**src/rtl/hist_byte_streamer_if.sv**
```systemverilog
// Data-memory read port and byte-stream handshake for hist_byte_streamer.
// The master side is the streamer; the slave side is memory plus stream sink.
interface hist_byte_streamer_if #(
  parameter int WORD_W = 128,
  parameter int BYTE_W = 8,
  parameter int ADDR_W = 4
);
  logic              mem_rd_en;
  logic [ADDR_W-1:0] mem_addr;
  logic [WORD_W-1:0] mem_rdata;
  logic [BYTE_W-1:0] out_data;
  logic              out_valid;
  logic              out_ready;

  modport master (
    output mem_rd_en, mem_addr, out_data, out_valid,
    input  mem_rdata, out_ready
  );

  modport slave (
    input  mem_rd_en, mem_addr, out_data, out_valid,
    output mem_rdata, out_ready
  );
endinterface

```
**src/rtl/hist_byte_streamer.sv**
```systemverilog
// Reads NUM_WORDS histogram words from data memory and streams each one out
// LSB byte first on a valid/ready byte link.
//
//   state   | meaning
//   --------+-----------------------------------------------------------
//   S_IDLE  | waiting for start; word counter cleared on start
//   S_FETCH | read strobe with mem_addr = word counter (one cycle)
//   S_LOAD  | capture mem_rdata into the shift register, clear byte count
//   S_SEND  | present shift_reg LSB byte; shift on each accepted beat
//   S_DONE  | one-cycle done pulse, back to idle
module hist_byte_streamer #(
  parameter int WORD_W    = 128,
  parameter int BYTE_W    = 8,
  parameter int NUM_WORDS = 16,
  parameter int ADDR_W    = 4
) (
  input  logic                  clk,
  input  logic                  reset,
  input  logic                  start,
  hist_byte_streamer_if.master  bus,
  output logic                  busy,
  output logic                  done
);
  localparam int BEATS = WORD_W / BYTE_W;
  localparam int BC_W  = (BEATS > 1) ? $clog2(BEATS) : 1;

  typedef enum logic [2:0] {S_IDLE, S_FETCH, S_LOAD, S_SEND, S_DONE} state_t;

  state_t            state, state_nxt;
  logic [ADDR_W-1:0] word_cnt;
  logic [BC_W-1:0]   byte_cnt;
  logic [WORD_W-1:0] shift_reg;
  logic              accept, last_beat, last_word;

  assign accept    = (state == S_SEND) && bus.out_ready;
  assign last_beat = (byte_cnt == BC_W'(BEATS - 1));
  assign last_word = (word_cnt == ADDR_W'(NUM_WORDS - 1));

  always_ff @(posedge clk or negedge reset) begin
    if (!reset) state <= S_IDLE;
    else        state <= state_nxt;
  end

  always_comb begin
    state_nxt = state;
    case (state)
      S_IDLE:  if (start) state_nxt = S_FETCH;
      S_FETCH: state_nxt = S_LOAD;
      S_LOAD:  state_nxt = S_SEND;
      S_SEND:  if (accept && last_beat) state_nxt = last_word ? S_DONE : S_FETCH;
      S_DONE:  state_nxt = S_IDLE;
      default: state_nxt = S_IDLE;
    endcase
  end

  always_comb begin
    bus.mem_rd_en = 1'b0;
    bus.mem_addr  = '0;
    bus.out_valid = 1'b0;
    bus.out_data  = '0;
    busy          = 1'b1;
    done          = 1'b0;
    case (state)
      S_IDLE:  busy = 1'b0;
      S_FETCH: begin
        bus.mem_rd_en = 1'b1;
        bus.mem_addr  = word_cnt;
      end
      S_SEND: begin
        bus.out_valid = 1'b1;
        bus.out_data  = shift_reg[BYTE_W-1:0];
      end
      S_DONE:  done = 1'b1;
      default: ;
    endcase
  end

  // Counters stop at their last value instead of wrapping; LOAD and start reinitialise them.
  always_ff @(posedge clk or negedge reset) begin
    if (!reset) begin
      word_cnt  <= '0;
      byte_cnt  <= '0;
      shift_reg <= '0;
    end else begin
      case (state)
        S_IDLE: if (start) word_cnt <= '0;
        S_LOAD: begin
          shift_reg <= bus.mem_rdata;
          byte_cnt  <= '0;
        end
        S_SEND: if (accept) begin
          shift_reg <= shift_reg >> BYTE_W;
          if (!last_beat) byte_cnt <= byte_cnt + 1'b1;
          else if (!last_word) word_cnt <= word_cnt + 1'b1;
        end
        default: ;
      endcase
    end
  end
endmodule

```
**src/flat_wrapper.sv**
```systemverilog
// flat-port wrapper written by rule: the top's interface ports become plain ports
module hist_byte_streamer_flat 
#(
  parameter int WORD_W    = 128,
  parameter int BYTE_W    = 8,
  parameter int NUM_WORDS = 16,
  parameter int ADDR_W    = 4
)
  (clk, reset, start, busy, done, bus_mem_rd_en, bus_mem_addr, bus_out_data, bus_out_valid, bus_mem_rdata, bus_out_ready);
  hist_byte_streamer_if #(.WORD_W(WORD_W), .BYTE_W(BYTE_W), .ADDR_W(ADDR_W)) bus_i ();
  input  logic clk;
  input  logic reset;
  input  logic start;
  output logic busy;
  output logic done;
  output wire logic [$bits(bus_i.mem_rd_en)-1:0] bus_mem_rd_en;
  output wire logic [$bits(bus_i.mem_addr)-1:0] bus_mem_addr;
  output wire logic [$bits(bus_i.out_data)-1:0] bus_out_data;
  output wire logic [$bits(bus_i.out_valid)-1:0] bus_out_valid;
  input wire logic [$bits(bus_i.mem_rdata)-1:0] bus_mem_rdata;
  input wire logic [$bits(bus_i.out_ready)-1:0] bus_out_ready;
  assign bus_mem_rd_en = bus_i.mem_rd_en;
  assign bus_mem_addr = bus_i.mem_addr;
  assign bus_out_data = bus_i.out_data;
  assign bus_out_valid = bus_i.out_valid;
  assign bus_i.mem_rdata = bus_mem_rdata;
  assign bus_i.out_ready = bus_out_ready;
  hist_byte_streamer #(.WORD_W(WORD_W), .BYTE_W(BYTE_W), .NUM_WORDS(NUM_WORDS), .ADDR_W(ADDR_W)) u_core (.clk(clk), .reset(reset), .start(start), .bus(bus_i), .busy(busy), .done(done));
endmodule
```
**config.mk**
```make
export PLATFORM = sky130hd
export DESIGN_NAME = hist_byte_streamer_flat
export DESIGN_NICKNAME = d
export VERILOG_FILES = /design/src/rtl/hist_byte_streamer_if.sv /design/src/rtl/hist_byte_streamer.sv /design/src/flat_wrapper.sv
export SDC_FILE = /design/constraint.sdc
export NUM_CORES = 1
export LEC_CHECK = 0
export ABC_AREA = 1
export CAP_MARGIN = 20
export CORE_UTILIZATION = 45
export DETAILED_ROUTE_END_ITERATION = 8
export GPL_TIMING_DRIVEN = 0
export HOLD_SLACK_MARGIN = 0.1
export PLACE_DENSITY = 0.73
export SLEW_MARGIN = 5
export SYNTH_ARGS = -nofsm -noshare
export SYNTH_HDL_FRONTEND = slang
export SYNTH_SLANG_ARGS = --single-unit
```
**constraint.sdc**
```tcl
create_clock -name clk -period 1.9 [get_ports clk]
set_clock_uncertainty 0.15 [all_clocks]
set_input_delay 0.475 -clock clk [delete_from_list [all_inputs] [get_ports clk]]
set_output_delay 0.475 -clock clk [all_outputs]
set_load 0.005 [all_outputs]
```
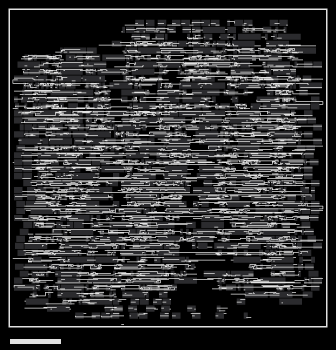
Fig. 1. M1 wires (run 1).
Scale bar: 20 um.
The layer carries 8,660 um of wire. The layer holds 44% of the routed length.
met1 Use GR: 34.8%
routed wire length: 19.9 mm
via count: 6,236

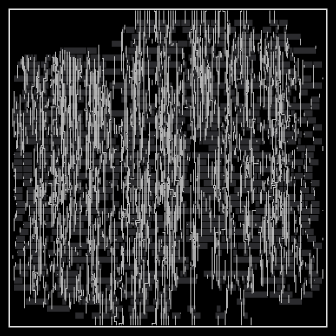
Fig. 2. M2 wires (run 1).
The longest straight run is 51.7 um. The wires run mostly vertical. The layer carries 9,480 um of wire. The layer holds 48% of the routed length. 902 nets have wire on it.
M2 GR Usage: 42.0%

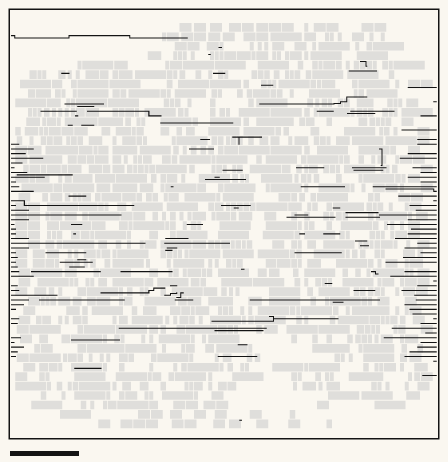
Fig. 3. Metal 3 (run 1).
Scale bar: 20 um.
The layer holds 6.7% of the routed length. The longest straight run is 42.3 um.
met3 Resource Use GR: 6.92%

==> flow_summary.toml, run 1 <==
# physical design summary
[placement]
io_buffers = 147
dp_cells = 1127
dp_hpwl_mm = 12.8

[timing]
finalHoldViolations = 0
layout_setup_ws_ns = -0.234
final-setup-viol-count = 16
slew_headroom_pct = 58.8

[finish]
utilization_pct = 67.5
nets = 1124
fin_area_sq_um = 9510
nFillCells = 1133
inv_count = 68
layout.clock.cell_area_share_pct = 6.78

[die]
die_w_um = 123

[clock_network]
cts_made_buffers = 17
cts_tree = "built"
clk_pin_slew_worst_paths_ns = 0.06
worstSkewPairLatency_ns = 0.43
clk_path_buf_depth = 2
holdBufCountCts = 1

[drt]
wl_met1_mm = 8.66
avgViaCountPerCell = 5.27
wl_per_cell_um = 16.8
drc = 0
top_layer = "met4"
dr.pass1.iters = 5

[yosys]
ys_seq_elements = 139
yosysCellCount = 799
area_leaders = "dfrtp_1 (53%), o21ai_0 (8.8%), nand2_1 (8.2%)"
edf_count = 0

[job]
warning_count = 28

[hold_path]
whs_path_depth = 2
hp-class = "reg -> reg"
hold_end = "u_core.shift_reg[64]"

[status]
outcome = "finished, violations left"
violations = "setup timing"

[grt]
grt.overflow.total = 0

[setup_path]
end_kind = "output port"
crit_type = "reg -> out"
cpPeakStageDelay_ns = 0.44
path_buffers = 4
crit_start = "u_core.state[1]"
worstReg2RegEnd = "u_core.shift_reg[84]"
path_delay_family = "flip-flops"

[power_and_ir_drop]
clockPowerShare_pct = 26.8
p_seq_mw = 4.88
Fig. 4: run 1, where the registers sit
Other sequential cells in the stronger grey, the rest of the logic in the fainter grey.
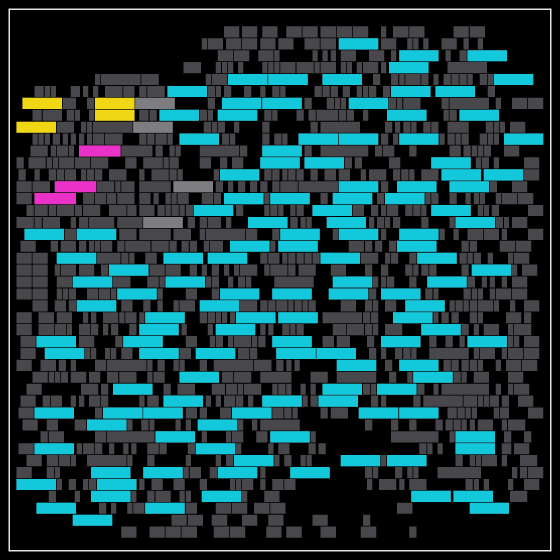

==> run 1 -> run 2 <==
Settings changed: ABC_CLOCK_PERIOD_IN_PS set to 2500.
Clock period 1.9 ns to 2.5 ns, I/O delays scaled along.
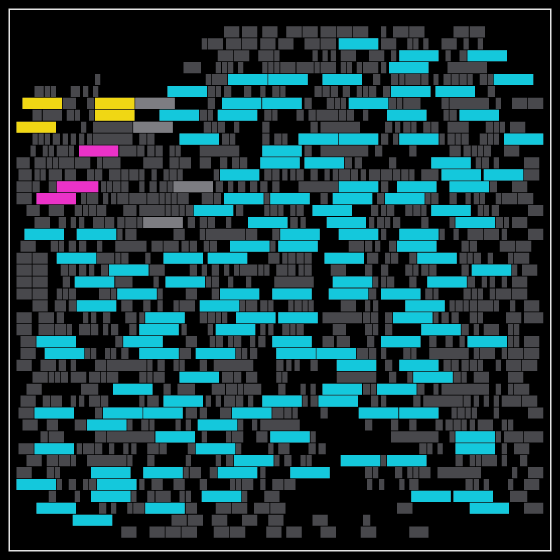
Fig. 5. Where the registers sit (run 2).
Other sequential cells in the stronger grey, the rest of the logic in the fainter grey.
Key: u_core.state = magenta [flops 3]; u_core.shift_reg = cyan [flops 128, where all over the die]; u_core.word_cnt = yellow [flops 4, where top left]
Another 4 sequential cells are not coloured.
Flop area: 3480 sq um
Sequential Power: 3.70 mW
Final Core Density: 64.6%

==> run 2 against run 1 <==
The run still ends with setup timing left. Combinational power fell by 33%. Wire length fell by 6.7%. Critical path depth fell by 1. Sequential cell count did not move. Sequential share of layout area rose by 1.6 points. Clock-buffer cell count did not move. Clock power fell by 24%. Largest cell class unchanged.
==> flow_summary.toml, run 2 <==
# physical design summary
[setup_path]
path_delay_family = "buffers and inverters"
worstReg2RegEnd = "u_core.shift_reg[89]"
reg2regPathDepth = 10
r2r_setup_slack_ns = 0.37
end_kind = "output port"
worst_setup_path_start_kind = "flip-flop"
crit_start = "u_core.state[1]"
cpPeakStageDelay_ns = 0.48
path_buffers = 3
crit_type = "reg -> out"

[timing]
fin_crit_sh_pct = 100
tns_ns = -0.00230
layout_setup_ws_ns = -0.00230
slew_headroom_pct = 59.1
finalHoldViolations = 0
fmax_ghz = 0.400
min_period_ns = 2.50
final-setup-viol-count = 1
hold_slack_ns = 0.333

[grt]
grt.overflow.total = 0
use_met2_pct = 39.7
grt_use_met3_pct = 5.86
grt.met1_usage_pct = 33.8
grt_first_pass_wirelength_mm = 28.6

[clock_network]
clkSinkCount = 139
worstSkewPairLatency_ns = 0.42
clk_path_buf_depth = 2
clk_pin_slew_worst_paths_ns = 0.06
holdBufCountCts = 1
cts_tree = "built"
cts_made_buffers = 17

[drt]
wl_per_cell_um = 15.8
drt-initial-drc-count = 493
top_layer = "met4"
avgViaCountPerCell = 5.21
drc = 0
dr.pass1.iters = 5
routed_wirelength_mm = 18.5
via_count = 6094
wl_met1_mm = 8.33

[finish]
nMultiInputCombCells = 536
nonClkBufAreaFrac_pct = 21.7
inv_count = 67
antenna_cells = 0
nFillCells = 1190
layout_top_cell = "nand2_1"
layout.clock.cell_area_share_pct = 7.08
nets = 1111
largest_class = "flip-flops and latches"
seq_cell_count = 139
fin_area_sq_um = 9100

[yosys]
most_common_cell = "nand2_1"
synth-adder-area-share_pct = 0.378
aoi_share_pct = 20.7
mux_share_pct = 0
top_logic_kind = "AND-OR/OR-AND gates"
edf_count = 0
yosysCellCount = 799
syn_area_sq_um = 6620
area_leaders = "dfrtp_1 (53%), o21ai_0 (8.8%), nand2_1 (8.2%)"
ys_seq_elements = 139
synthDominantAreaCellType = "dfrtp_1"

[power_and_ir_drop]
seqPwrFrac_pct = 37.8
p_clk_mw = 2.74
ir_drop_v = 0.000591
clockPowerShare_pct = 28.1
swShare_pct = 35.1
comb_power_share_pct = 34.1

[status]
outcome = "finished, violations left"
violations = "setup timing"

[die]
coreArea_sq_um = 14100
die_w_um = 123
taps = 180
rows = 43
io_pins = 148

[hold_path]
whs_path_depth = 2
hp-class = "reg -> reg"
hp-start = "u_core.shift_reg[64]"
hold_end = "u_core.shift_reg[64]"

[placement]
gp_congestion = 0.817
io_buffers = 147
dp_cells = 1127
dp_hpwl_mm = 12.8

[job]
warning_count = 28
==> run 2 -> run 3 <==
Settings changed: ABC_CLOCK_PERIOD_IN_PS 2500 to unset.
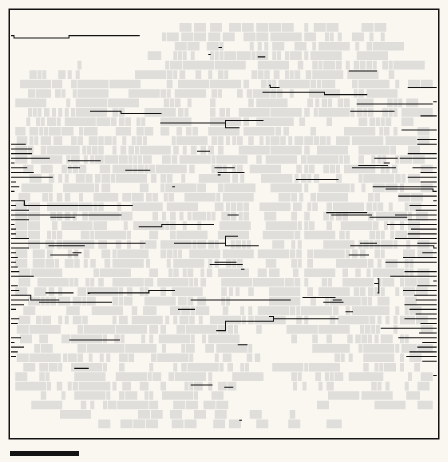
Fig. 6. Metal 3 (run 3).
Scale bar: 20 um.
The layer carries 1,210 um of wire. The wires run mostly horizontal. The longest straight run is 38.4 um. The layer holds 6.5% of the routed length. 131 nets have wire on it.
met3 Resource Use GR: 5.86%
via count: 6,094
routed wire length: 18.5 mm

==> run 3 against run 2 <==
The flow still finishes with violations (setup timing). Wire length unchanged. Clock power about the same. Global-route usage unchanged. Power unchanged. Sequential cell count unchanged. Area after synthesis unchanged.
==> flow_summary.toml, run 3 <==
# physical design summary
[yosys]
async_flop_share_pct = 100
synth-adder-area-share_pct = 0.378
ys.flop_type = "dfrtp_1"
synthDominantAreaCellType = "dfrtp_1"
mux_share_pct = 0
ys_seq_elements = 139
most_common_cell = "nand2_1"
area_leaders = "dfrtp_1 (53%), o21ai_0 (8.8%), nand2_1 (8.2%)"
top_logic_kind = "AND-OR/OR-AND gates"
yosysChipArea_sq_um = 6620
aoi_share_pct = 20.7
yosysCellCount = 799

[timing]
fmax_ghz = 0.400
layout_setup_ws_ns = -0.00230
min_period_ns = 2.50
slew_headroom_pct = 59.1
final-setup-viol-count = 1
fin_crit_sh_pct = 100
finalHoldViolations = 0
tns_ns = -0.00230
hold_slack_ns = 0.333

[placement]
dp_cells = 1127
dp_hpwl_mm = 12.8
pre_cts_ws_ns = -0.148
gp_congestion = 0.817

[setup_path]
worstReg2RegEnd = "u_core.shift_reg[89]"
path_delay_family = "buffers and inverters"
r2r_setup_slack_ns = 0.37
reg2regPathDepth = 10
cpPeakStageDelay_ns = 0.48
crit_type = "reg -> out"
path_buffers = 3
crit_start = "u_core.state[1]"
end_kind = "output port"

[finish]
nonClkBufAreaFrac_pct = 21.7
layout.clock.cell_area_share_pct = 7.08
nets = 1111
nMultiInputCombCells = 536
inv_count = 67
nFillCells = 1190
layout_top_cell = "nand2_1"
utilization_pct = 64.6
antenna_cells = 0
regArea_sq_um = 3480
fin_area_sq_um = 9100
seq_cell_count = 139
lay_top_cells = "nand2_1 (143), dfrtp_1 (138), clkdlybuf4s50_1 (133)"

[hold_path]
hp-start = "u_core.shift_reg[64]"
whs_path_depth = 2
hp-class = "reg -> reg"
hold_end = "u_core.shift_reg[64]"

[job]
warning_count = 28

[drt]
wl_met1_mm = 8.33
drc = 0
wl_per_cell_um = 15.8
avgViaCountPerCell = 5.21
top_layer = "met4"
drt-initial-drc-count = 493
antenna_left = 0

[power_and_ir_drop]
comb_power_share_pct = 34.1
ir_drop_v = 0.000591
clockPowerShare_pct = 28.1

[die]
io_pins = 148
rows = 43
taps = 180
coreArea_sq_um = 14100
die_w_um = 123

[grt]
grt.overflow.total = 0
grt_first_pass_wirelength_mm = 28.6
use_met2_pct = 39.7

[clock_network]
worstSkewPairLatency_ns = 0.42
clkSinkCount = 139
holdBufCountCts = 1
cts_tree = "built"

[status]
violations = "setup timing"
outcome = "finished, violations left"
Power is estimated from default activity; no workload was simulated.
